[config.mk]
export PLATFORM = sky130hd
export DESIGN_NAME = cpu_run_ctrl
export DESIGN_NICKNAME = d
export VERILOG_FILES = /design/src/rtl/cpu_ctrl_pkg.sv /design/src/rtl/cpu_wdog.sv /design/src/rtl/cpu_run_ctrl.sv
export SDC_FILE = /design/constraint.sdc
export NUM_CORES = 1
export LEC_CHECK = 0
export CORE_ASPECT_RATIO = 0.9
export CORE_UTILIZATION = 55
export CTS_BUF_LIST = sky130_fd_sc_hd__clkbuf_2
export CTS_CLUSTER_DIAMETER = 100
export DETAILED_ROUTE_END_ITERATION = 7
export GPL_ROUTABILITY_DRIVEN = 0
export PLACE_DENSITY = 0.88
export SYNTH_ARGS = -nofsm -noshare
export SYNTH_HDL_FRONTEND = slang
export SYNTH_HIERARCHICAL = 1
export SYNTH_SLANG_ARGS = --single-unit
[constraint.sdc]
create_clock -name clk -period 6.51 [get_ports clk]
set_clock_uncertainty 0.05 [all_clocks]
set_input_delay 0.651 -clock clk [delete_from_list [all_inputs] [get_ports clk]]
set_output_delay 0.651 -clock clk [all_outputs]
set_load 0.05 [all_outputs]
[src/rtl/cpu_ctrl_pkg.sv]
// Shared definitions for the host-side CPU run controller and the CPU state control block.
package cpu_ctrl_pkg;
  localparam int DATA_W       = 8;
  localparam int DEF_NUM_REGS = 8;

  typedef enum logic [2:0] {
    ST_IDLE  = 3'd0,
    ST_LOAD  = 3'd1,
    ST_RUN   = 3'd2,
    ST_DREQ  = 3'd3,
    ST_DWAIT = 3'd4,
    ST_DOUT  = 3'd5,
    ST_FIN   = 3'd6
  } state_t;
endpackage

[src/rtl/cpu_wdog.sv]
// Watchdog down-counter: reloads to all-ones on clr, counts down while en, flags expiry on
// the (2^WDOG_W-1)th enabled cycle.
module cpu_wdog #(
  parameter int WDOG_W = 16
) (
  input  logic clk,
  input  logic rst,
  input  logic clr,
  input  logic en,
  output logic expired
);
  logic [WDOG_W-1:0] cnt;

  always_ff @(posedge clk or negedge rst) begin
    if (!rst)                  cnt <= '1;
    else if (clr)              cnt <= '1;
    else if (en && cnt != '0)  cnt <= cnt - 1'b1;
  end

  assign expired = en && (cnt == WDOG_W'(1));
endmodule

[src/rtl/cpu_run_ctrl.sv]
// Host-side sequencer: streams a program into IM, runs the core under a watchdog, then
// dumps RF registers followed by a DM window one byte per handshake.
module cpu_run_ctrl
  import cpu_ctrl_pkg::*;
#(
  parameter int PROG_MAX = 256,
  parameter int NUM_REGS = DEF_NUM_REGS,
  parameter int WDOG_W   = 16,
  parameter int RD_LAT   = 1
) (
  input  logic              clk,
  input  logic              rst,
  input  logic              start,
  input  logic [DATA_W-1:0] prog_len,
  input  logic [DATA_W-1:0] dm_base,
  input  logic [DATA_W-1:0] dm_len,
  input  logic              in_valid,
  input  logic [DATA_W-1:0] in_data,
  output logic              in_ready,
  output logic              out_valid,
  output logic [DATA_W-1:0] out_data,
  input  logic              out_ready,
  output logic              busy,
  output logic              timeout,
  output logic              cpu_hold,
  output logic              cpu_load,
  output logic [DATA_W-1:0] cpu_inst,
  output logic [DATA_W-1:0] cpu_addr,
  output logic              cpu_is_reg,
  input  logic [DATA_W-1:0] cpu_data,
  input  logic              cpu_done
);
  localparam int IDX_W  = $clog2(PROG_MAX);
  localparam int ITEM_W = $clog2(NUM_REGS + 256);
  localparam int LAT_W  = (RD_LAT > 1) ? $clog2(RD_LAT) : 1;

  state_t              state, state_n;
  logic [DATA_W-1:0]   plen_q, base_q, dlen_q;
  logic [IDX_W-1:0]    idx;
  logic [IDX_W:0]      eff_len;
  logic [ITEM_W-1:0]   item, items_tot;
  logic [LAT_W-1:0]    lat_cnt;
  logic                ld_vld;
  logic [DATA_W-1:0]   ld_addr, ld_data;
  logic                accept, last_byte, last_item, lat_done;
  logic                run_done, wd_en, wd_expired;
  logic                rd_is_reg, addr_phase;
  logic [DATA_W-1:0]   rd_addr;

  // prog_len of 0 selects the full program space
  assign eff_len   = (plen_q == '0) ? (IDX_W+1)'(PROG_MAX) : (IDX_W+1)'(plen_q);
  assign last_byte = ({1'b0, idx} == eff_len - 1'b1);
  assign items_tot = ITEM_W'(NUM_REGS) + ITEM_W'(dlen_q);
  assign last_item = (item == items_tot - 1'b1);
  assign lat_done  = (lat_cnt == LAT_W'(RD_LAT - 1));
  assign rd_is_reg = (item < ITEM_W'(NUM_REGS));
  assign rd_addr   = rd_is_reg ? DATA_W'(item)
                               : base_q + DATA_W'(item - ITEM_W'(NUM_REGS));

  // The core stays held while the final IM byte is still being presented
  assign wd_en    = (state == ST_RUN) && !ld_vld;
  assign run_done = wd_en && cpu_done;

  cpu_wdog #(.WDOG_W(WDOG_W)) u_wdog (
    .clk     (clk),
    .rst     (rst),
    .clr     (state != ST_RUN),
    .en      (wd_en),
    .expired (wd_expired)
  );

  always_ff @(posedge clk or negedge rst) begin
    if (!rst) state <= ST_IDLE;
    else      state <= state_n;
  end

  always_comb begin
    state_n    = state;
    in_ready   = (state == ST_LOAD);
    accept     = in_valid && in_ready;
    busy       = (state != ST_IDLE);
    out_valid  = (state == ST_DOUT);
    cpu_load   = (state == ST_LOAD) || ld_vld;
    cpu_hold   = (state != ST_RUN) || ld_vld;
    cpu_inst   = ld_data;
    addr_phase = (state == ST_DREQ) || (state == ST_DWAIT);
    cpu_addr   = ld_vld ? ld_addr : (addr_phase ? rd_addr : '0);
    cpu_is_reg = addr_phase && rd_is_reg;
    case (state)
      ST_IDLE:  if (start) state_n = ST_LOAD;
      ST_LOAD:  if (accept && last_byte) state_n = ST_RUN;
      ST_RUN:   if (run_done || wd_expired) state_n = ST_DREQ;
      ST_DREQ:  state_n = ST_DWAIT;
      ST_DWAIT: if (lat_done) state_n = ST_DOUT;
      ST_DOUT:  if (out_ready) state_n = last_item ? ST_FIN : ST_DREQ;
      ST_FIN:   state_n = ST_IDLE;
      default:  state_n = ST_IDLE;
    endcase
  end

  always_ff @(posedge clk or negedge rst) begin
    if (!rst) begin
      plen_q   <= '0;
      base_q   <= '0;
      dlen_q   <= '0;
      idx      <= '0;
      item     <= '0;
      lat_cnt  <= '0;
      ld_vld   <= 1'b0;
      ld_addr  <= '0;
      ld_data  <= '0;
      out_data <= '0;
      timeout  <= 1'b0;
    end else begin
      ld_vld  <= accept;
      ld_addr <= accept ? DATA_W'(idx) : '0;
      ld_data <= accept ? in_data : '0;
      if (state == ST_IDLE && start) begin
        plen_q  <= prog_len;
        base_q  <= dm_base;
        dlen_q  <= dm_len;
        idx     <= '0;
        item    <= '0;
        timeout <= 1'b0;
      end
      if (accept) idx <= idx + 1'b1;
      // a done seen in the expiry cycle takes priority over the timeout flag
      if (wd_expired && !run_done) timeout <= 1'b1;
      if (state == ST_DREQ)       lat_cnt <= '0;
      else if (state == ST_DWAIT) lat_cnt <= lat_cnt + 1'b1;
      if (state == ST_DWAIT && lat_done) out_data <= cpu_data;
      if (state == ST_DOUT && out_ready) item <= item + 1'b1;
    end
  end
endmodule

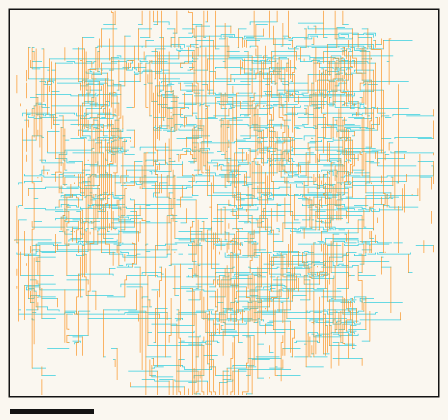
(signal wires by layer)
Bar = 20 um. Two of the layers only.
metal 2: shown in orange, wire length 5600 um. metal 1: shown in cyan, wire length 4760 um.

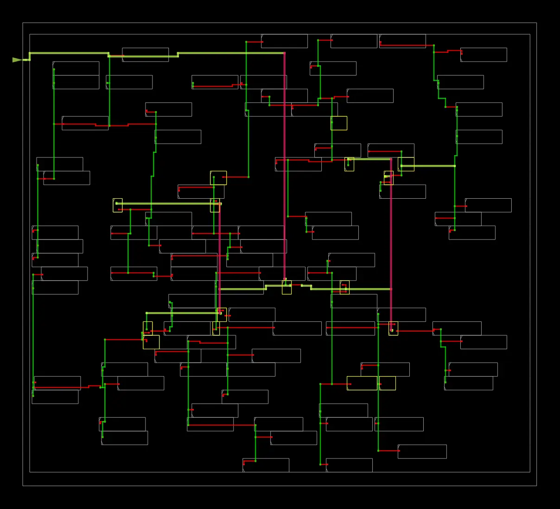
(clock nets)
seq_cells: 87
Num Clock Sinks: 87
clk pwr: 264 uW
number of clock buffer instances in the layout: 9

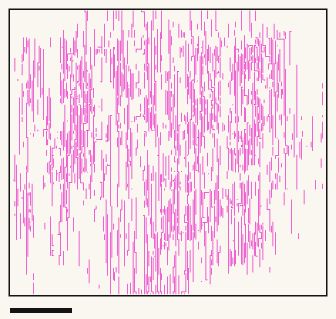
(signal wires on met2)
Bar = 20 um.
The layer holds 49% of the routed length. The longest straight run is 33.1 um. The wires run mostly vertical. The layer carries 5600 um of wire.

==> notes.md <==
- 83 x sky130_fd_sc_hd__nand2_1, 71 x sky130_fd_sc_hd__dfrtp_1, 38 x sky130_fd_sc_hd__o21ai_0, 33 x sky130_fd_sc_hd__inv_1, 28 x sky130_fd_sc_hd__nor2_1 — top cells by count, synth
- 4758 um — met1 wire length
- 709 — number of cells in the design after placement
- simple AND/OR/NAND/NOR gates — main logic family after synthesis
- u_wdog/cnt[15] — worst reg2reg path endpoint
- 0.80 ns — slowest stage delay, CP
- false — RSZ-0062 raised after global routing
- 8284 um — total half-perimeter wirelength after legalization and detailed placement
- sky130_fd_sc_hd__clkbuf_2 — clock root cell
- 28 — number of OpenROAD warnings
- 5.836 — vias per std cell
- 0 — antenna cell count
- 68.33% — final core utilization
- 5.453% — fa+ha+maj area frac
- 9.885% — fraction of layout instances using a drive strength above 1
- 0 — initial antenna violation count
- complete, no violations — run status
- 11 — number of cells on the critical path
- 0 — count of library flops with an enable pin
- 4237 — total vias in the final route
- 220.4 MHz — Max Clk Rate
- sky130_fd_sc_hd__nand2_1 — post-synthesis cell type with the largest instance count
- 0.4375 ns — smallest hold slack
- 5791 um2 — Post-Place Cell Area
- register to output pin — type of the worst setup path
- 366.4 nW/um2 — power per unit of standard cell area
- 4165 — vias in the first global route
- 3 — number of H-tree levels
- 5 — Pre-antenna DRT Iters
- 9395 um2 — chip footprint
- primary input to asynchronous set/reset pin — worst min-delay path class
- 119 — TAP cells
- 44.33% — sequential-to-total area share from yosys stat
- 11370 um — Final Routed Wirelength
- 1.842% — clock-cell share of area
- 0.002585 uW — static leakage
Power and IR drop assume default switching activity.
